`config.mk`:
```
export PLATFORM = sky130hd
export DESIGN_NAME = jtdsp16_sio_out
export DESIGN_NICKNAME = d
export VERILOG_FILES = /design/src/rtl/jtdsp16_sio_out.sv
export SDC_FILE = /design/constraint.sdc
export NUM_CORES = 1
export LEC_CHECK = 0
export CORE_AREA = 3 3 67 69
export CTS_CLUSTER_DIAMETER = 60
export CTS_CLUSTER_SIZE = 8
export DETAILED_ROUTE_END_ITERATION = 6
export DIE_AREA = 0 0 70 72
export PLACE_DENSITY = 0.88
export SLEW_MARGIN = 5
export SYNTH_ARGS = -nofsm -noshare
export SYNTH_HDL_FRONTEND = slang
export SYNTH_SLANG_ARGS = --single-unit
```
`constraint.sdc`:
```
create_clock -name clk -period 2 [get_ports clk]
set_input_delay 0.2 -clock clk [delete_from_list [all_inputs] [get_ports clk]]
set_output_delay 0.2 -clock clk [all_outputs]
set_load 0.05 [all_outputs]
```
`src/rtl/jtdsp16_sio_out.sv`:
```
// jtdsp16_sio_out -- DSP16 serial output port.
//
// Takes 16-bit words written by the core into a one-word output buffer and
// shifts them out on a bit-clocked serial interface towards the audio DAC.
// Double buffered: the core may refill obuf while the previous word shifts.
//
// Ports:
//   clk, rst     system clock, asynchronous active-high reset
//   cen          clock enable; every register advances only when cen=1
//   obuf_din     word from the core register mux
//   obuf_we      write strobe into obuf (qualified by cen)
//   lsb_first    bit order, captured when a word moves into the shifter
//   ovr_clr      clears the sticky overrun flag
//   obe          output buffer empty (core branch condition)
//   ovr          sticky overrun: obuf overwritten before it was transferred
//   sio_clk      serial bit clock, rises at each bit boundary
//   sdo          serial data
//   old          load strobe, high during bit 0 of every word
//   ose          shift enable, high during all bits of a word
`timescale 1ns/1ps
module jtdsp16_sio_out #(
    parameter int CLKDIV = 4,
    parameter int WORD   = 16
) (
    input  logic            clk,
    input  logic            rst,
    input  logic            cen,
    input  logic [WORD-1:0] obuf_din,
    input  logic            obuf_we,
    input  logic            lsb_first,
    input  logic            ovr_clr,
    output logic            obe,
    output logic            ovr,
    output logic            sio_clk,
    output logic            sdo,
    output logic            old,
    output logic            ose
);

    localparam int CW = $clog2(CLKDIV);
    localparam int IW = $clog2(WORD);
    localparam logic [CW-1:0] CNT_LAST = CW'(CLKDIV - 1);
    localparam logic [CW-1:0] CNT_HALF = CW'(CLKDIV / 2 - 1);
    localparam logic [IW-1:0] IDX_LAST = IW'(WORD - 1);

    typedef enum logic {
        IDLE,
        SHIFT
    } state_t;

    state_t            state, state_nxt;
    logic [CW-1:0]     cnt;
    logic [IW-1:0]     idx;
    logic [IW-1:0]     bitsel;
    logic [WORD-1:0]   obuf;
    logic [WORD-1:0]   shreg;
    logic              lsb_sel;
    logic              bound;
    logic              xfer;

    assign bound = cen && (cnt == CNT_LAST);

    // Next state and the obuf->shifter transfer decision. A transfer happens
    // on a bit boundary whenever obuf holds data and the shifter is free,
    // i.e. in IDLE or right after the last bit of the current word.
    always_comb begin
        state_nxt = state;
        xfer      = 1'b0;
        if (bound) begin
            case (state)
                IDLE: begin
                    if (!obe) begin
                        xfer      = 1'b1;
                        state_nxt = SHIFT;
                    end
                end
                SHIFT: begin
                    if (idx == IDX_LAST) begin
                        if (!obe) xfer = 1'b1;
                        else      state_nxt = IDLE;
                    end
                end
                default: state_nxt = IDLE;
            endcase
        end
    end

    always_ff @(posedge clk or posedge rst) begin
        if (rst) state <= IDLE;
        else if (cen) state <= state_nxt;
    end

    // Serial outputs decode directly from registered state, so they change
    // on the same clk edge as sio_clk rises.
    assign bitsel = lsb_sel ? idx : (IDX_LAST - idx);
    assign ose    = (state == SHIFT);
    assign old    = ose && (idx == '0);
    assign sdo    = ose && shreg[bitsel];

    always_ff @(posedge clk or posedge rst) begin
        if (rst) begin
            cnt     <= '0;
            sio_clk <= 1'b0;
            obuf    <= '0;
            shreg   <= '0;
            lsb_sel <= 1'b0;
            idx     <= '0;
            obe     <= 1'b1;
            ovr     <= 1'b0;
        end else if (cen) begin
            cnt <= (cnt == CNT_LAST) ? '0 : cnt + 1'b1;

            if (cnt == CNT_LAST)      sio_clk <= 1'b1;
            else if (cnt == CNT_HALF) sio_clk <= 1'b0;

            if (xfer) begin
                shreg   <= obuf;
                lsb_sel <= lsb_first;
                idx     <= '0;
            end else if (bound && state == SHIFT) begin
                idx <= (idx == IDX_LAST) ? '0 : idx + 1'b1;
            end

            // A write coinciding with a transfer refills the buffer that was
            // just emptied, so obe stays 0 and it is not an overrun.
            if (obuf_we) begin
                obuf <= obuf_din;
                obe  <= 1'b0;
            end else if (xfer) begin
                obe <= 1'b1;
            end

            if (obuf_we && !obe && !xfer) ovr <= 1'b1;
            else if (ovr_clr)             ovr <= 1'b0;
        end
    end

endmodule

```
==> reports/metrics.yaml <==
status: "finished, violations left"
violations: "setup timing"
critPathCaptureType: "primary output"
grt_pass1_vias: 1584
fa_ha_area_share_pct: 2.35
clk_pin_slew_worst_paths_ns: 0.07
critPathMaxFanout: 9
detail_route.iter0.violations: 80
rsz0062_at_grt: "yes"
total_leakage_power_nw: 1.18
yosys.area.top_type: "dfrtp_1"
seq_power_share_pct: 38.2
ys.flops: 43
die_height_um: 72
fin_cells: 268
syn-cell-area_um2: 2130
std_cell_rows: 23
ys_sh_aoi_pct: 10.2
tightest_slew_ns: 0.535
critical_path_required_ns: 1.80
drive_gt1_share_pct: 33.0
hold_viol_final: 0
cts_tree: "done"
fp-utilization_pct: 53.5
via_count: 1522
ys_area_um2: 2130
root_buffer: "clkbuf_8"
ys_types: 40
grt_max_degree: 44
synth.logic.top_family: "multiplexers"
peakVddDrop_mv: 0.671
antenna_found_initial: 0
drc_errors: 0
ys_sh_xor_pct: 0.412
grt.met1_usage_pct: 23.3
clock_latency_ns: 0.30
cpMaxStageDelayCell: "mux4_2"
busiest_layer: "met2"
grt-ovfl-total: 0
postSynthSeqShare_pct: 50.7
cp_cell_sequence: "buf_4 > mux4_2 > a21oi_1 > o32a_1 > a31oi_4 > buf_12"
warning_count: 31
power_density_nw_per_um2: 1380
topCellsByArea: "dfrtp_1, mux2_2, mux2i_1"
syn_nets: 202
syn_avg_cell_area_um2: 12.1
crit_path_start_kind: "flip-flop"
setup_tns_ns: -0.237
synth_warnings: 0
criticalPathCategory: "flip-flop to primary output"
fin_ws_ns: -0.237
pin_count: 28
cts_max_path_buffers: 2
slew_headroom_pct: 64.3
grt_pass1_wl_um: 7600
async_flop_share_pct: 100
setup_viol: 1
drv_slew: 0
coreArea_um2: 3970
cp_data_arrival_time_ns: 2.04
swShare_pct: 37.3
wire_per_inst_um: 16.8
internal_power_mw: 2.31
dpl.hpwl_um: 3060
numClockSinks: 43
synthMuxAreaShare_pct: 22.4
syn_inst: 176
min_period_ns: 2.24
ant_nets: 0
crit_family: "multiplexers"
firstDrtPassIters: 4
met2_usage_pct: 33.3
via_per_inst: 5.68
die_w_um: 70
dpl.cell_count: 256
fin_util_pct: 67.4
edf_count: 0
max_freq_mhz: 447
globalplace.congestion: 0.900
p_comb_share_pct: 46.8
cp.buffers_inverters: 2
skew_ns: 0.00533
htree_levels: 2
worstHoldPathType: "input port to asynchronous set/reset pin"
die-area_um2: 5040
portBuffers: 27
syn2layout_area_growth_pct: 25.8
clockPowerShare_pct: 15.0
grt_use_met3_pct: 4.71
p_switching_mw: 1.38
layout.nets: 244
wirelength_um: 4520
top_cell_area_share_pct: 49.4
flop_cell: "dfrtp_1"
ys_top_cells_by_count: "dfrtp_1, mux2_2, nand2_1"
antenna_cells: 0
-- routing by layer --
layer  part of all wire, %  up-vias  wire length (um)
li1                      -      715                 -
met1                    40      751              1830
met3                   4.3       10               195
met2                    53       46              2390
met4                   2.3        0               102
met5                     0        -                 0
-- kinds of logic after synthesis --
family                     count (synthesis)
and+or+nand+nor                           35
AOI/OAI and AO/OA                         33
DFF                                       43
muxes                                     42
buffers and inverters                     18
xor gates and xnor gates                   1
adders and majority gates                  4
-- metrics by stage --
| stage | cell area, um2 | hold WS, ns | power, mW | worst slack [ns] |
|---|---|---|---|---|
| 3_5_place_dp | 2520 | 0.468 | 2.98 | 0.0271 |
| 4_1_cts | 2660 | 0.352 | 3.63 | -0.154 |
| 2_1_floorplan | 2150 | 0.255 | 2.51 | -0.0146 |
| 3_3_place_gp | 2520 | 0.461 | 2.91 | 0.0663 |
| 5_1_grt | 2680 | 0.400 | 3.89 | -0.325 |
| 6_report | 2680 | 0.331 | 3.69 | -0.237 |
-- placed cells by master, fill, tap and decap left out, types with 2 or more instances in the layout --
cell / instances
ha_1: 4
nand2b_1: 2
dfrtp_2: 2
buf_12: 2
o21ai_1: 2
mux2i_1: 6
a21oi_1: 7
o21ai_0: 7
o22a_1: 2
and2b_1: 2
clkdlybuf4s50_1: 25
nand2_1: 12
mux2_2: 35
buf_4: 17
clkbuf_8: 6
buf_6: 3
dfrtp_1: 40
nor2b_1: 2
nor2_1: 6
nand3_1: 2
nor3_1: 3
o31ai_1: 3
inv_1: 6
a31oi_1: 2
-- repair_timing --
action / 4_1_cts / 5_1_grt
cloned: 0 / 0
endpoints found under the hold margin: 0 / 0
setup endpoints to repair: 3 / 20
resized: 8 / 0
hold buffers: 0 / 0
setup buffers: 3 / 2
pin swaps: 4 / 1
-- power groups by stage --
stage / registers (mW) / clock network, mW / logic (mW)
after floorplan: 1.33 / 0 / 1.18
after global placement: 1.38 / 0 / 1.52
after detailed placement: 1.41 / 0 / 1.57
after CTS: 1.40 / 0.563 / 1.67
after global routing: 1.44 / 0.592 / 1.86
final: 1.41 / 0.554 / 1.73
-- layout make-up --
class / instances / area [um2]
timing repair buffer: 47 / 452
clock inverter: 1 / 5.00
tap: 50 / 62.6
inverter: 6 / 22.5
fill: 288 / 1300
clock buffer: 6 / 82.6
sequential: 43 / 1080
multi-input combinational: 115 / 971
-- final timing paths --
kind                            startpoint  endpoint  slack, ns  cells after the start
worst max-delay path                idx[1]       sdo      -0.24                      6
worst min-delay path                   rst  shreg[3]       0.33                      3
worst max register to register      idx[0]  shreg[8]          0                      7
worst min register to register     sio_clk   sio_clk       0.48                      2
max in group asynchronous              rst    idx[1]       1.28                      3
min in group clk                   obuf_we       obe       0.48                      2
-- registers in the layout (all words and copies together) (netlist names) --
name and count:
obuf 16, shreg 16, idx 4, cnt 2, lsb_sel 1, obe 1, ose 1, ovr 1
sio_clk 1
-- worst register-to-register path: cells and delay by family, from the launching register on --
| kind | cells | cell delay, ns |
|---|---|---|
| buffers and inverters | 3 | 0.45 |
| DFF | 1 | 0.43 |
| AOI/OAI and AO/OA | 1 | 0.37 |
| muxes | 1 | 0.35 |
| adders and majority gates | 1 | 0.16 |
| and+or+nand+nor | 1 | 0.13 |
Signal metal coverage by tile:
Bar = 20 um. 14 x 14 tiles, from dark blue (low) to red (high), scaled to the fullest tile. Values are wire area over tile area, all layers added.
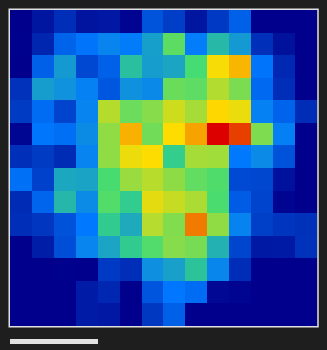
densest ninth of the die: centre
fullest tile: 0.53
mean over tiles: 0.14
tiles over half the peak: 24%
nearly empty tiles: 22%

Cell classes on the final placement:
Fill, decap, tap and diode cells in grey.
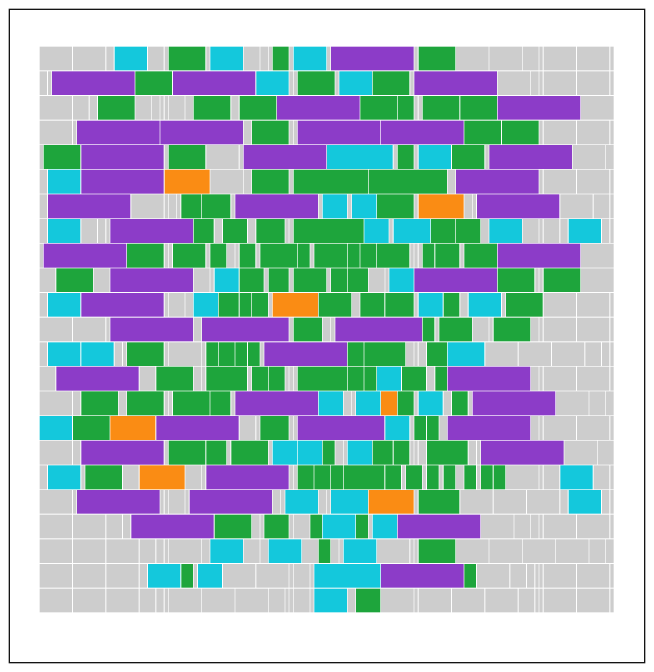
[clock drivers and dummy loads] orange | cells: 7 | share of their area: 3.4%
[sequential cells] purple | cells: 43 | share of their area: 41%
[remaining buffers and delay cells] cyan | cells: 47 | share of their area: 17%
[combinational and other logic] green | cells: 121 | share of their area: 38%

No activity file was given, so power comes from the tool's default toggle rates.
